File: src/rtl/decode_hazard_scoreboard.sv
// decode_hazard_scoreboard: decode-stage RAW/WAW hazard tracking with stall/issue control and stall counter
//   in : clk, rst_n (async low), dec_valid_i, vf_i, wreg_i, rmem_i, src2_i/src2_en_i, src3_i/src3_en_i, dest_i, flush_i
//   out: stall_o, issue_o (combinational), scalar_busy_o/vector_busy_o (per-register pending write), stall_cnt_o (saturating)
module decode_hazard_scoreboard #(
  parameter int LAT_ALU = 3,
  parameter int LAT_MEM = 4,
  parameter int CNT_W   = 3
)(
  input  logic        clk,
  input  logic        rst_n,
  input  logic        dec_valid_i,
  input  logic        vf_i,
  input  logic        wreg_i,
  input  logic        rmem_i,
  input  logic [3:0]  src2_i,
  input  logic        src2_en_i,
  input  logic [3:0]  src3_i,
  input  logic        src3_en_i,
  input  logic [3:0]  dest_i,
  input  logic        flush_i,
  output logic        stall_o,
  output logic        issue_o,
  output logic [15:0] scalar_busy_o,
  output logic [15:0] vector_busy_o,
  output logic [15:0] stall_cnt_o
);
  logic [CNT_W-1:0] s_cnt [16];
  logic [CNT_W-1:0] v_cnt [16];
  logic [15:0] sel_busy;
  logic [CNT_W-1:0] lat;
  logic hazard;
  always_comb begin
    for (int i = 0; i < 16; i++) begin
      scalar_busy_o[i] = |s_cnt[i];
      vector_busy_o[i] = |v_cnt[i];
    end
  end
  assign sel_busy = vf_i ? vector_busy_o : scalar_busy_o;
  assign hazard = dec_valid_i & ((src2_en_i & sel_busy[src2_i]) |
                                 (src3_en_i & sel_busy[src3_i]) |
                                 (wreg_i & sel_busy[dest_i]));
  assign stall_o = hazard & ~flush_i;
  assign issue_o = dec_valid_i & ~hazard & ~flush_i;
  assign lat = rmem_i ? CNT_W'(LAT_MEM) : CNT_W'(LAT_ALU);
  // A fresh load only ever lands on an idle entry (WAW blocks issue), so it simply overrides the drain.
  always_ff @(posedge clk or negedge rst_n) begin
    if (!rst_n) begin
      for (int i = 0; i < 16; i++) begin
        s_cnt[i] <= '0;
        v_cnt[i] <= '0;
      end
      stall_cnt_o <= '0;
    end else begin
      for (int i = 0; i < 16; i++) begin
        s_cnt[i] <= (issue_o && wreg_i && !vf_i && dest_i == 4'(i)) ? lat : s_cnt[i] - CNT_W'(|s_cnt[i]);
        v_cnt[i] <= (issue_o && wreg_i &&  vf_i && dest_i == 4'(i)) ? lat : v_cnt[i] - CNT_W'(|v_cnt[i]);
      end
      stall_cnt_o <= stall_cnt_o + 16'(stall_o && stall_cnt_o != 16'hFFFF);
    end
  end
endmodule

File: config.mk
export PLATFORM = sky130hd
export DESIGN_NAME = decode_hazard_scoreboard
export DESIGN_NICKNAME = d
export VERILOG_FILES = /design/src/rtl/decode_hazard_scoreboard.sv
export SDC_FILE = /design/constraint.sdc
export NUM_CORES = 1
export LEC_CHECK = 0
export ABC_AREA = 1
export CAP_MARGIN = 0
export CORE_MARGIN = 1.5
export CORE_UTILIZATION = 60
export CTS_CLUSTER_SIZE = 14
export DETAILED_ROUTE_END_ITERATION = 10
export GPL_TIMING_DRIVEN = 0
export PLACE_DENSITY_LB_ADDON = 0.15
export SYNTH_ARGS = -nofsm -noshare
export SYNTH_HDL_FRONTEND = slang
export SYNTH_SLANG_ARGS = --single-unit
File: constraint.sdc
create_clock -name clk -period 4.7 [get_ports clk]
set_clock_uncertainty 0.05 [all_clocks]
set_input_delay 0.94 -clock clk [delete_from_list [all_inputs] [get_ports clk]]
set_output_delay 0.94 -clock clk [all_outputs]
set_load 0.01 [all_outputs]
### I/O pins on the die edge, run 1

(4 px per um) Pins as bars across the die edge, other pins in gray.
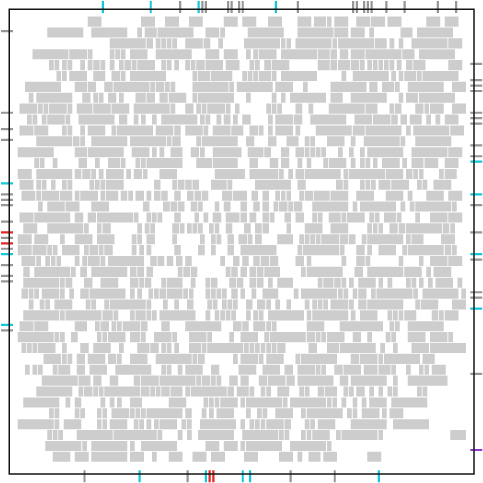
[red] `dest_i` | pins: 4 | direction: input | edge: 2 left, 2 bottom
[purple] `rst_n` | pins: 1 | direction: input | edge: right
[cyan] `vector_busy_o` | pins: 16 | direction: output | edge: 5 bottom, 4 top, 4 right, 3 left

### A small window of the routed layout, run 1

Window x 45 to 70, y 22 to 47 um. Cells in gray, sequential cells in the stronger gray; small squares are vias.
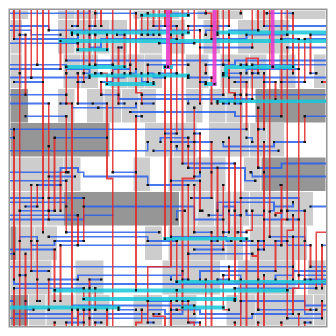
[cyan] met3
[magenta] met4
[red] met2
[blue] met1
netlist names of flops here include: `v_cnt` (4)
sequential cells in the window: 4
cells with their middle in the window: 70
most frequent: nand2_1 (19)

==> results.ini, run 1 <==
[synthesis]
yosysTopAreaCell=dfrtp_1
ys_seq_frac=0.367
fp_nets=1047
ys_cells=960
yosys_area_um2=7630
edf_count=0
top_area_frac=0.367
adder_share=0.108
logic_family=simple AND/OR/NAND/NOR gates
ys.flop_type=dfrtp_1

[floorplan]
dieArea_um2=13400
coreArea_um2=12500

[placement]
place_area_um2=8540
place_congestion=0.976

[final_layout]
nets=1128
clock_buffers=10
buf_share=0.106
fin_util=0.711
comb_area_um2=3980
sh_comb_area=0.447
postLayoutCellArea_um2=8890

[power_and_ir_drop]
p_seq_frac=0.316
p_int_w=0.00313
ir_drop_mv=0.358
pg_comb_w=0.00280

[run_status]
outcome=finished, final reports clean

[clock_tree]
clk-insertion-delay-late_ns=0.37
ctsHoldBuffers=0
cts_resized=0

[timing]
setup_tns_ns=0
fmax_ghz=0.222
final_max_slew_viol_count=0
tightest_slew_ns=0.843

[critical_path]
r2r-end=stall_cnt_o[15]
cpLargestDelayFamily=buffers and inverters
rr_worst_depth=20
path_buffers=3

[route]
dr_wl_met3_um=1090
wl_met1_um=8110

[global_routing]
gr-total-overflow=0
grtUsageMet3=0.0434

[flow_run]
timing.max_cap.violations=0

### Routing congestion map, run 1

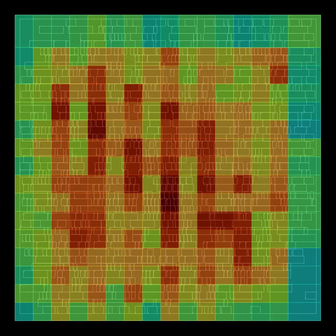
M2 GR Usage: 0.481
drt wl/cell: 15.3 um
Total GRT Usage: 0.297
met1 Use GR: 0.394

### Where the registers sit, run 1

(2 px per um)
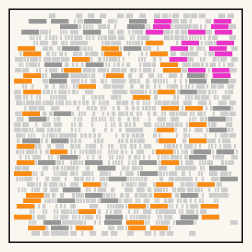
[magenta] `stall_cnt_o` | placed flops: 16 | where: top right
[orange] `s_cnt` | placed flops: 48 | where: all over the die
Seq. pwr: 0.00168 W
Flop area: 2800 um^2

[run 1: placed cells by master, fill, tap and decap left out, types with 2 or more instances in the layout]
master | Yosys | layout
xor2_1 | 42 | 42
nand4_1 | 81 | 81
clkbuf_16 | 0 | 9
clkbuf_1 | 12 | 13
nand4_2 | 35 | 35
buf_6 | 9 | 11
nor3_1 | 3 | 3
inv_6 | 0 | 2
a21oi_1 | 3 | 3
ha_1 | 66 | 66
buf_2 | 2 | 2
bufinv_16 | 0 | 2
buf_4 | 2 | 4
nor2_2 | 4 | 4
nor2_8 | 2 | 2
clkdlybuf4s50_1 | 0 | 64
inv_1 | 168 | 168
xnor2_1 | 4 | 4
nand3_2 | 3 | 4
nor2_1 | 44 | 44
buf_1 | 9 | 9
nand2_1 | 254 | 254
dfrtp_1 | 112 | 112
nand3_1 | 95 | 94
==> run 2, diff against run 1 <==
--- a/config.mk
+++ b/config.mk
@@ -7,12 +7,12 @@
 export LEC_CHECK = 0
 export ABC_AREA = 1
 export CAP_MARGIN = 0
-export CORE_MARGIN = 1.5
 export CORE_UTILIZATION = 60
 export CTS_CLUSTER_SIZE = 14
 export DETAILED_ROUTE_END_ITERATION = 10
 export GPL_TIMING_DRIVEN = 0
 export PLACE_DENSITY_LB_ADDON = 0.15
+export REMOVE_ABC_BUFFERS = 1
 export SYNTH_ARGS = -nofsm -noshare
 export SYNTH_HDL_FRONTEND = slang
 export SYNTH_SLANG_ARGS = --single-unit
==> run 2 against run 1 <==
  * Register-to-register slack worse by 0.04 ns
  * Largest cell class unchanged
  * Fmax rose by 2.4%
  * Highest routed layer unchanged
  * Area after synthesis stayed put
  * Synthesized cell count did not move
  * First-iteration DRC count shrank 10%
  * Sequential power is essentially flat
  * Cell count decreased by 2.4%
  * Clock power decreased by 6.2%
  * Sequential cell count is the same
  * Via count fell by 4.1%
  * Utilization increased by 0.59 points
==> results.ini, run 2 <==
[power_and_ir_drop]
ir_drop_mv=0.367  ; +2.6%
p_total_w=0.00526
combPwrFrac=0.531
p_int_w=0.00309  ; -1.5%
p_seq_frac=0.318  ; +0.002

[route]
drtIter0Drc=466
vias=6429
ant_nets=0
firstDrtPassIters=5
dr_wl_met3_um=1050  ; -2.9%
wl_met1_um=7690  ; -5.2%

[floorplan]
coreArea_um2=12200  ; -2.4%
dieArea_um2=13200  ; -1.7%

[synthesis]
top_area_frac=0.367  ; unchanged
edf_count=0  ; unchanged
ys_seq_frac=0.367  ; unchanged
ys.flops=112
adder_share=0.108  ; unchanged
yosysTopAreaCell=dfrtp_1
logic_family=simple AND/OR/NAND/NOR gates
ys_cells=960  ; unchanged
yosys_area_um2=7630  ; unchanged
ys.flop_type=dfrtp_1
synth.avg_cell_area_um2=7.95
simple_gate_share=0.356
yosys_warnings=0

[placement]
place_congestion=0.910  ; -6.8%
place_area_um2=8380  ; -1.8%

[critical_path]
path_buffers=2  ; -1
cp-start-kind=primary input
worstPathRequired_ns=3.71
cp_max_fo=8
rr_worst_depth=20  ; unchanged
r2r-end=stall_cnt_o[15]
cpLargestDelayFamily=simple AND/OR/NAND/NOR gates
cpPeakStageDelay_ns=0.56

[global_routing]
gr-total-overflow=0  ; unchanged
grt_util_all_layers=0.279  ; -0.0176
grt_use_met2=0.474  ; -0.00724
grtUsageMet1=0.366  ; -0.0286
antenna_found_initial=0

[final_layout]
area_growth_pct=14.6
layout_top_cells=nand2_1, inv_1, dfrtp_1
postLayoutCellArea_um2=8750  ; -1.6%
lay_top_count=nand2_1
nets=1103  ; -2.2%

[timing]
fmax_ghz=0.227  ; +2.4%
setup_tns_ns=0  ; unchanged
tightest_slew_ns=1.29  ; +0.445 ns
final_max_slew_viol_count=0  ; unchanged

[flow_run]
warnings=25
timing.max_cap.violations=0  ; unchanged

[clock_tree]
cts_resized=4  ; +4
ctsHoldBuffers=0  ; unchanged
cts.sinks=112
clk-insertion-delay-late_ns=0.36  ; about the same
clock_path_buffers=2
cts_tree=yes

[run_status]
outcome=finished, final reports clean

## run 2: stage by stage
stage	hold WS, ns	util
final	0.428	0.716
after global routing	0.456	0.716
after CTS	0.440	0.713
after detailed placement	0.436	0.686
after global placement	0.434	0.682
after floorplan	0.471	-
## run 2: final cells by class
cell class	count	area (um^2)	share of cell area
multi-input combinational	644	3980	0.455
sequential	112	2800	0.320
timing repair buffer	79	802	0.0917
inverter	170	646	0.0738
clock buffer	10	239	0.0273
tap	168	210	0.0240
clock inverter	6	67.6	0.00772
## run 2: power by group through the flow
stage          Sequential [W]  Clock [W]  Combinational, W
5_1_grt               0.00173   0.000839           0.00329
2_1_floorplan         0.00167          0           0.00201
6_report              0.00167   0.000792           0.00279
4_1_cts               0.00167   0.000804           0.00281
3_3_place_gp          0.00168          0           0.00266
3_5_place_dp          0.00169          0           0.00275
### Gate-type map, run 2

(2 px per um)
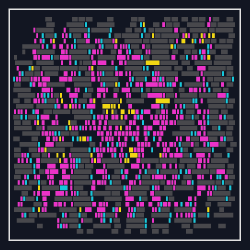
[magenta] NAND gates | cells: 472 | where: all over the die
[yellow] NOR gates | cells: 56
[cyan] inverters | cells: 170 | where: all over the die

### Routing congestion map, run 2

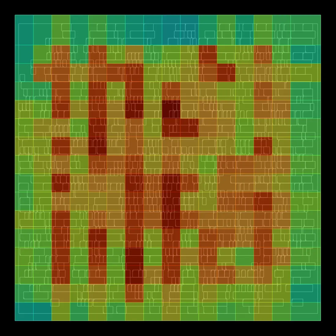
drt wl/cell: 14.4 um
Core Util, Final: 0.716
met3 usage: 0.0527

### Where the registers sit, run 2

(2 px per um)
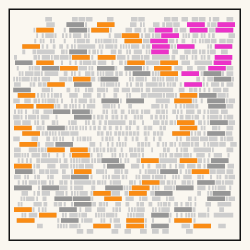
Seq. pwr: 0.00167 W
flop share of the area: 0.320

==> run 3, diff against run 2 <==
--- a/config.mk
+++ b/config.mk
@@ -5,14 +5,12 @@
 export SDC_FILE = /design/constraint.sdc
 export NUM_CORES = 1
 export LEC_CHECK = 0
-export ABC_AREA = 1
 export CAP_MARGIN = 0
 export CORE_UTILIZATION = 60
 export CTS_CLUSTER_SIZE = 14
 export DETAILED_ROUTE_END_ITERATION = 10
 export GPL_TIMING_DRIVEN = 0
 export PLACE_DENSITY_LB_ADDON = 0.15
-export REMOVE_ABC_BUFFERS = 1
 export SYNTH_ARGS = -nofsm -noshare
 export SYNTH_HDL_FRONTEND = slang
 export SYNTH_SLANG_ARGS = --single-unit
==> run 3 against run 2 <==
  * Utilization grew 0.38 points
  * Sequential power up 7%
  * Cell count fell by 21%
  * Fmax decreased by 4.6%
  * Count of clock-buffer cells in the layout grew 4
  * Critical path type unchanged
  * First-iteration DRC count shrank 35%
  * Sequential cell count stayed put
  * Non-clock buffer count increased by 22
  * Area after synthesis shrank 0.80%
==> results.ini, run 3 <==
[clock_tree]
cts.sinks=112  ; unchanged
cts_resized=10  ; +6
ctsHoldBuffers=0  ; unchanged
clk-insertion-delay-late_ns=0.36  ; about the same
clock_path_buffers=2  ; unchanged
cts_tree=yes
cts_buffers=9

[floorplan]
coreArea_um2=12200  ; -0.41%
dieArea_um2=13100  ; -0.79%

[flow_run]
warnings=26  ; +4.0%
timing.max_cap.violations=0  ; unchanged

[global_routing]
grtUsageMet3=0.0503  ; -0.00242
grtUsageMet1=0.383  ; +0.0173
gr-total-overflow=0  ; unchanged
grt_use_met2=0.509  ; +0.0356
grt_util_all_layers=0.302  ; +0.0227
grt_max_degree=68
grt_pass1_vias=5702
antenna_found_initial=0  ; unchanged

[timing]
tightest_slew_ns=0.824  ; -0.464 ns
setup_tns_ns=0  ; unchanged
final_max_slew_viol_count=0  ; unchanged
fmax_ghz=0.217  ; -4.6%
whs_ns=0.456  ; +0.0284 ns

[placement]
place_congestion=0.907  ; -0.35%
hpwl_um=14100

[synthesis]
ys_cells=693  ; -28%
ys_seq_frac=0.370  ; +0.00297
ys.flop_type=dfrtp_1
ys.flops=112  ; unchanged
synth.avg_cell_area_um2=10.9  ; +37%
top_area_frac=0.370  ; +0.00297
synth_area_um2=7570
edf_count=0  ; unchanged
yosys_warnings=0  ; unchanged
yosys_area_um2=7570  ; -0.80%

[route]
wl_per_cell_um=19.5  ; +35%
dr_wl_met3_um=1230  ; +16%
ant_nets=0  ; unchanged
firstDrtPassIters=5  ; unchanged
wl_met1_um=7630  ; -0.75%
drtIter0Drc=304  ; -35%

[power_and_ir_drop]
p_total_w=0.00505  ; -4.0%
ir_drop_mv=0.298  ; -19%

[critical_path]
arrival_ns=3.62
worstPathRequired_ns=3.71  ; about the same
r2r-end=stall_cnt_o[14]
cpPeakStageDelay_ns=0.63  ; +0.07 ns
cp_max_fo=10  ; +2
cp-start-kind=primary input
path_buffers=3  ; +1
rr_worst_depth=14  ; -30%
cpLargestDelayFamily=buffers and inverters

[final_layout]
nets=854  ; -23%
signal_buffers=101  ; +28%
n_all_inverters=89  ; -48%
layout_top_cells=dfrtp_1, inv_1, mux2i_1
seq_share=0.320  ; -0.000366
comb_area_um2=4270  ; +7.3%
flops=112  ; unchanged
largest_cell_class=logic gates
regArea_um2=2800  ; unchanged
buf_share=0.0966  ; +0.00489
clock_area_frac=0.0334  ; -0.00161
area_growth_pct=15.7
logic_gate_count=454  ; -30%

[run_status]
outcome=finished, final reports clean

-- run 3: through the flow --
step	instances	util	area, um^2
finish	940	0.720	8760
global route	940	0.720	8760
CTS	940	0.718	8740
detailed placement	924	0.693	8430
global placement	923	0.691	8400
floorplan	693	-	7570
-- run 3: report_power, final --
| group | switching [W] | internal [W] | total (W) |
|---|---|---|---|
| clock | 0.000337 | 0.000430 | 0.000767 |
| sequential | 0.000314 | 0.00146 | 0.00178 |
| combinational | 0.00129 | 0.00121 | 0.00250 |
-- run 3: logic make-up after synthesis --
family / count (synthesis) / share of synthesized area
and+or+nand+nor: 186 / 0.179
AOI/OAI and AO/OA: 41 / 0.0453
adders and majority gates: 66 / 0.109
DFF: 112 / 0.370
xor gates and xnor gates: 46 / 0.0532
muxes: 115 / 0.175
buffers and inverters: 127 / 0.0683
### I/O pins on the die edge, run 3

(4 px per um) Pins as bars across the die edge, other pins in gray.
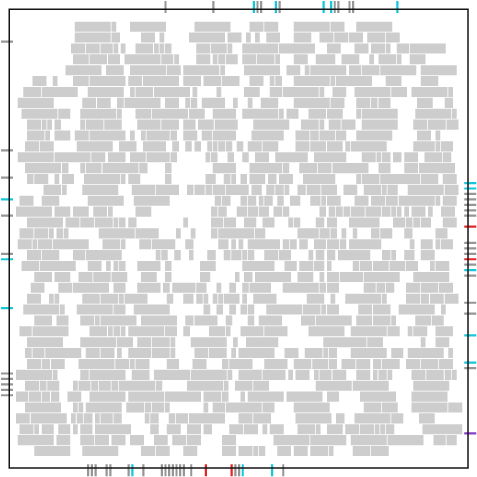
[purple] `rst_n` | pins: 1 | direction: input | edge: right
[cyan] `vector_busy_o` | pins: 16 | direction: output | edge: 5 right, 5 top, 3 left, 3 bottom
[red] `dest_i` | pins: 4 | direction: input | edge: 2 bottom, 2 right
all pins by edge: 23 bottom, 21 right, 14 top, 13 left

### A small window of the routed layout, run 3

Window x 45 to 70, y 22 to 47 um. Cells in gray, sequential cells in the stronger gray; small squares are vias.
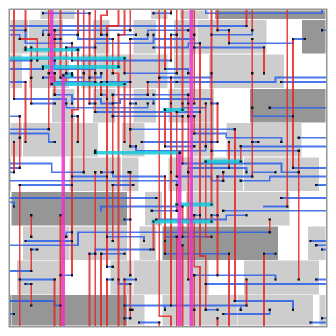

### Gate-type map, run 3

(2 px per um)
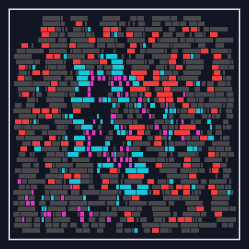
Commonest Layout Cell: dfrtp_1
Comb/total area: 0.488
non-filler cells, final: 940

Power and IR drop assume default switching activity.
